**Run 1: routed metal, one color a layer**

Two of the layers only.
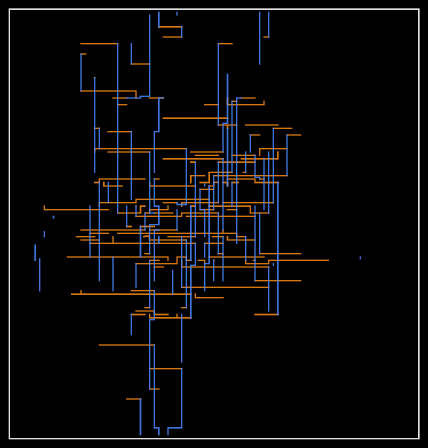
**Run 1: wiring heat map**

8 x 9 tiles, from dark purple (low) to yellow (high), scaled to the fullest tile. Values are wire area over tile area, all layers added.
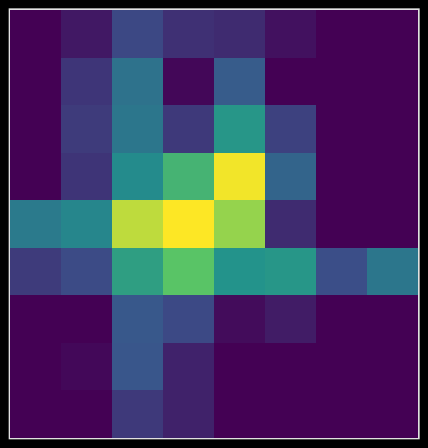
**Run 1: clock wiring as the flow saved it**

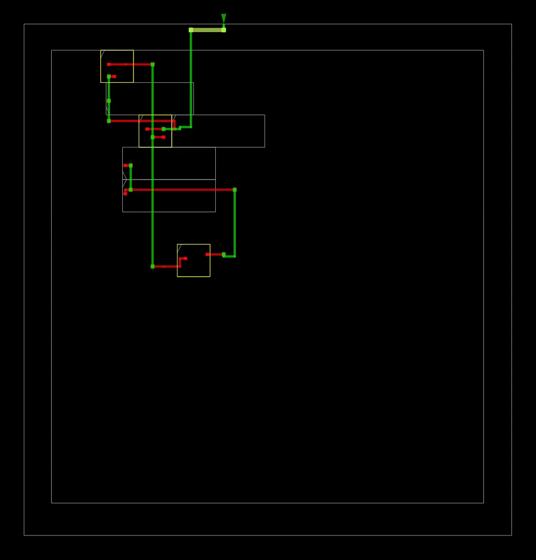
===== src/rtl/updown_counter_param.sv =====
// Parametrised synchronous up/down modulo counter with parallel load, terminal count and wrap strobe.
// Define UPDOWN_COUNTER_SAT_EN to saturate at the bounds instead of wrapping.
module updown_counter_param #(
  parameter int WIDTH     = 3,
  parameter int MODULUS   = 8,
  parameter int RESET_VAL = 0
) (
  input  logic             CLK,
  input  logic             CLR,
  input  logic             EN,
  input  logic             MOD,
  input  logic             LOAD,
  input  logic [WIDTH-1:0] D,
  output logic [WIDTH-1:0] Q,
  output logic             TC,
  output logic             WRAP
);

  localparam logic [WIDTH-1:0] MAX_VAL = WIDTH'(MODULUS - 1);
  localparam logic [WIDTH-1:0] RST_VAL = WIDTH'(RESET_VAL);
  localparam logic [WIDTH-1:0] ONE     = WIDTH'(1);
  // One extra bit so MODULUS == 2**WIDTH is representable in the clamp compare.
  localparam logic [WIDTH:0]   MOD_EXT = (WIDTH + 1)'(MODULUS);

  logic [WIDTH-1:0] q_q, q_d;
  logic             wrap_q, wrap_d;
  logic             at_max, at_zero, d_in_range, tc;

  always_comb begin
    at_max     = (q_q == MAX_VAL);
    at_zero    = (q_q == '0);
    d_in_range = ({1'b0, D} < MOD_EXT);
    tc         = EN & ((MOD & at_max) | (~MOD & at_zero));
  end

  always_comb begin
    q_d    = q_q;
    wrap_d = 1'b0;
    if (LOAD) begin
      q_d = d_in_range ? D : MAX_VAL;
    end else if (EN) begin
`ifdef UPDOWN_COUNTER_SAT_EN
      if (!tc) begin
        q_d = MOD ? (q_q + ONE) : (q_q - ONE);
      end
`else
      if (MOD) begin
        q_d = at_max ? '0 : (q_q + ONE);
      end else begin
        q_d = at_zero ? MAX_VAL : (q_q - ONE);
      end
      wrap_d = tc;
`endif
    end
  end

  always_ff @(posedge CLK) begin
    if (!CLR) begin
      q_q    <= RST_VAL;
      wrap_q <= 1'b0;
    end else begin
      q_q    <= q_d;
      wrap_q <= wrap_d;
    end
  end

  assign Q    = q_q;
  assign TC   = tc;
  assign WRAP = wrap_q;

endmodule


===== config.mk =====
export PLATFORM = sky130hd
export DESIGN_NAME = updown_counter_param
export DESIGN_NICKNAME = d
export VERILOG_FILES = /design/src/rtl/updown_counter_param.sv
export SDC_FILE = /design/constraint.sdc
export NUM_CORES = 1
export LEC_CHECK = 0
export CORE_AREA = 2 2 39 41
export CTS_BUF_LIST = sky130_fd_sc_hd__clkbuf_4 sky130_fd_sc_hd__clkbuf_8
export DETAILED_ROUTE_END_ITERATION = 8
export DIE_AREA = 0 0 41 43
export GPL_TIMING_DRIVEN = 0
export SLEW_MARGIN = 20
export SYNTH_ARGS = -nofsm -noshare
export SYNTH_HDL_FRONTEND = slang
export SYNTH_SLANG_ARGS = --single-unit

===== constraint.sdc =====
create_clock -name CLK -period 1.65 [get_ports CLK]
set_clock_uncertainty 0.15 [all_clocks]
set_input_delay 0.2475 -clock CLK [delete_from_list [all_inputs] [get_ports CLK]]
set_output_delay 0.2475 -clock CLK [all_outputs]
set_load 0.01 [all_outputs]

==> flow_summary_export.csv, run 1 <==
group,metric,value,unit
status,status,"finished with violations",
layout,area_growth,75.1,%
detailed_routing,wl_per_cell,10.5,µm
critical_path,r2r_slack,0.22,ns
placement,numPortBuffers,12,
sta,period_minus_slack,1.70,ns
layout,design_area,537,µm²
status,failed_checks,"setup timing",
global_routing,grt_pass1_wl,1.24,mm
floorplan,num_rows,14,
critical_path,r2r_end,"Q[1]",
detailed_routing,drt_first_pass_iters,4,
detailed_routing,viasPerCell,4.69,
pwr,p_leak,0.226,nW
layout,drive_gt1_share,36.4,%
layout,comb_area,241,µm²
layout,final_cells,71,
logic_synthesis,ys_dominant_reg_cell,"dfxtp_1",
critical_path,r2r_start,"Q[0]",
detailed_routing,antenna_left,0,
sta,setup_viol,1,
critical_path,crit_path_end_kind,"output port",
sta,setup_tns,-0.0464,ns
sta,worstMarginPinSlew,0.326,ns
critical_path,slowest_delay,0.33,ns
sta,rsz0062_at_grt,"yes",
logic_synthesis,yosysWarningCount,0,
critical_path,startpoint,"Q[0]",
hold_path,min_path_cells,3,
detailed_routing,vias,333,
layout,dominant_cells,"multi-input combinational cells",
floorplan,taps,16,
floorplan,die_w,41,µm
floorplan,die_h,43,µm
logic_synthesis,edf_count,0,
sta,postLayoutSetupSlackWorst,-0.0464,ns
critical_path,cp-endpoint,"TC",
logic_synthesis,synth_area,307,µm²
## Picture notes: 'routed metal, one color a layer'
orange -> M1  # wire length 346 µm
blue -> M2  # wire length 366 µm

## Picture notes: 'wiring heat map'
fullest tile = 0.35
densest ninth of the die = middle
tiles over half the peak = 14%
emptiest ninth of the die = bottom right

## Picture notes: 'clock wiring as the flow saved it'
CTS buffer count: 3
Seq Cell Count: 4
clock latency on the worst-skew pair: 0.23 ns

## run 1: per-stage QoR
stage / utilization, % / power, mW / setup WS, ns
final: 38.8 / 0.360 / -0.0464
after global routing: 38.8 / 0.383 / -0.118
after CTS: 37.0 / 0.353 / -0.0545
after detailed placement: 32.3 / 0.210 / -0.543
after global placement: 32.3 / 0.209 / -0.558
after floorplan: - / 0.160 / 0.140
## run 1: logic make-up after synthesis
logic type | after synthesis | synth area share (%)
buf+inv | 4 | 4.90
fa+ha+maj | 4 | 16.3
flops | 4 | 26.1
compound gates | 9 | 21.6
simple gates | 14 | 31.0
## run 1: layer usage
metal,wire [µm],vias to the layer above,GRT usage (%)
li1,-,171,-
met1,345,152,14.8
met2,366,10,13.1
met3,36,0,2.09
met4,0,0,6.00
met5,0,-,0
## run 1: cells in the final DEF (no fill, tap or decap), drive strengths merged
cell type / netlist / routed
o41a: 2 / 2
ha: 4 / 4
nor4: 1 / 1
dlygate4sd2: 0 / 1
a221o: 1 / 1
nand3b: 2 / 2
o32ai: 1 / 1
o21ai: 2 / 2
inv: 4 / 4
nor2b: 2 / 2
dfxtp: 4 / 4
clkbuf: 0 / 3
nand2: 1 / 1
clkdlybuf4s50: 0 / 10
nand2b: 2 / 2
a21oi: 3 / 3
nand3: 2 / 2
nor2: 2 / 2
nor3b: 2 / 2
buf: 0 / 6
## run 1: where the power goes
part           switching (mW)  leakage (nW)  total [mW]  internal, mW
Sequential             0.0105        0.0339       0.116         0.106
Clock                  0.0383        0.0138       0.120        0.0813
Combinational          0.0500         0.178       0.124        0.0744
## run 1: sequential cells by signal (all words and copies together), names as in the netlist
register,flops
Q,3
WRAP,1
==> inputs of run 2 (changes only) <==
--- a/config.mk
+++ b/config.mk
@@ -5,6 +5,7 @@
 export SDC_FILE = /design/constraint.sdc
 export NUM_CORES = 1
 export LEC_CHECK = 0
+export ABC_CLOCK_PERIOD_IN_PS = 1650
 export CORE_AREA = 2 2 39 41
 export CTS_BUF_LIST = sky130_fd_sc_hd__clkbuf_4 sky130_fd_sc_hd__clkbuf_8
 export DETAILED_ROUTE_END_ITERATION = 8
==> run 2 against run 1 <==
Effect of this change:
- non-clock buffer count is the same
- core utilization unchanged
- the run still ends with setup timing left
- highest routed layer unchanged
- final cell count did not move
- largest power group unchanged
- largest cell class unchanged
==> flow_summary_export.csv, run 2 <==
group,metric,value,unit
detailed_routing,wl_per_cell,10.5,µm
status,status,"finished with violations",
clocking,path_clk_slew,0.04,ns
layout,layout_top_cell,"clkdlybuf4s50_1",
sta,drv_slew,0,
layout,lay_top_cells,"clkdlybuf4s50_1, buf_4, dfxtp_2, clkbuf_4",
placement,numPortBuffers,12,
global_routing,grt_pass1_wl,1.24,mm
pwr,p_leak,0.226,nW
placement,dpl_cell_area,447,µm²
sta,period_minus_slack,1.70,ns
critical_path,slowest_delay,0.33,ns
pwr,fin_total_pwr,0.360,mW
sta,relSlewSlack,78.3,%
placement,preCtsSetupSlack,-0.543,ns
sta,setup_viol,1,
detailed_routing,viasPerCell,4.69,
layout,design_area,537,µm²
clocking,cts_buffers,3,
detailed_routing,drt_first_pass_iters,4,
layout,diodes,0,
detailed_routing,antenna_left,0,
logic_synthesis,synth_area,307,µm²
global_routing,grt_remaining_overflow,0,
critical_path,r2r_slack,0.22,ns
sta,rsz0062_at_grt,"yes",
logic_synthesis,edf_count,0,
floorplan,core,0.00138,mm²
critical_path,critical_path.slowest_cell,"dfxtp_2",
floorplan,initial_core_util,22.2,%
floorplan,die_h,43,µm
clocking,cts_hold_buf,0,
floorplan,die_w,41,µm
job,max_cap_violations,0,
floorplan,num_rows,14,
detailed_routing,vias,333,
sta,worstMarginPinSlew,0.326,ns
logic_synthesis,ys_types,19,
clocking,clkLatencyLatePin,0.23,ns
status,failed_checks,"setup timing",
logic_synthesis,yosys_cells,35,
placement,routabilityCongestion,0.847,
layout,finish.utilization,38.8,%
layout,drive_gt1_share,36.4,%
critical_path,crit_path_end_kind,"output port",
layout,final_cells,71,
sta,postLayoutSetupSlackWorst,-0.0464,ns
critical_path,cp.required,1.25,ns
layout,nNetsFinal,69,
critical_path,crit_fanout,4,
logic_synthesis,ys_dominant_reg_cell,"dfxtp_1",
layout,area_growth,75.1,%
logic_synthesis,yosysWarningCount,0,
layout,largest_reg_flops,3,
sta,setup_tns,-0.0464,ns
[run 2: cell counts in the layout (fill, tap and decap cells not counted)]
Identical to the previous run, type by type.
[run 2: logic make-up after synthesis]
group / after synthesis / synth area share, %
and+or+nand+nor: 14 / 31.0
adders and majority gates: 4 / 16.3
buffers and inverters: 4 / 4.90
AOI/OAI and AO/OA: 9 / 21.6
DFF: 4 / 26.1
[run 2: final timing paths]
path,startpoint,end,depth (start not counted)
setup / recovery,Q[0],TC,5
hold / removal,Q[0],Q[0],3
setup reg to reg,Q[0],Q[1],5
hold reg to reg,Q[0],Q[0],3
[run 2: what timing repair did]
| action | in CTS | in global routing |
|---|---|---|
| buffers inserted | 2 | 3 |
| endpoints found under the hold margin | 0 | 0 |
| resized | 16 | 1 |
| pin swaps | 2 | 0 |
| setup endpoints to repair | 2 | 1 |
[run 2: area by class of cell]
class                      count  area [µm²]
multi-input combinational     27         241
clock buffer                   3        22.5
timing repair buffer          17         151
sequential                     4        83.8
fill                         150         847
inverter                       4        17.5
tap                           16        20.0
[run 2: power breakdown]
group          leakage (nW)  switching, mW  internal (mW)
Clock                0.0138         0.0383         0.0813
Combinational         0.178         0.0500         0.0744
Sequential           0.0339         0.0105          0.106
Total                 0.226         0.0987          0.262
[run 2: routing by layer]
layer / vias to the layer above / global-route usage, % / wire length [µm]
met2: 10 / 13.1 / 366
met5: - / 0 / 0
met4: 0 / 6.00 / 0
met1: 152 / 14.8 / 345
met3: 0 / 2.09 / 36
li1: 171 / - / -
[run 2: tightest hold or removal path: cells and delay by family, from the launching register on]
kind / cells / cell delay [ns]
and+or+nand+nor: 1 / 0.07
AOI/OAI and AO/OA: 2 / 0.12
DFF: 1 / 0.35
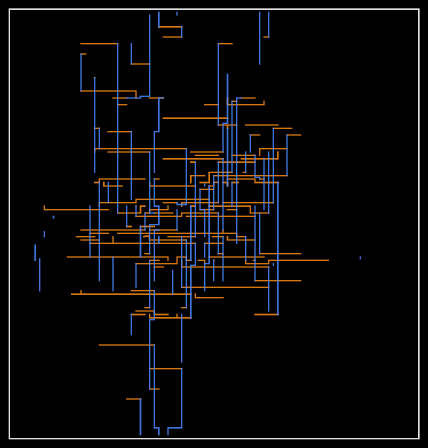
**Above:** run 2 (routed metal, one color a layer).
Two of the layers only.
blue -> M2  # wire length 366 µm
orange -> M1  # wire length 346 µm

Power figures rest on the tool's default switching activity, not on a simulated workload.
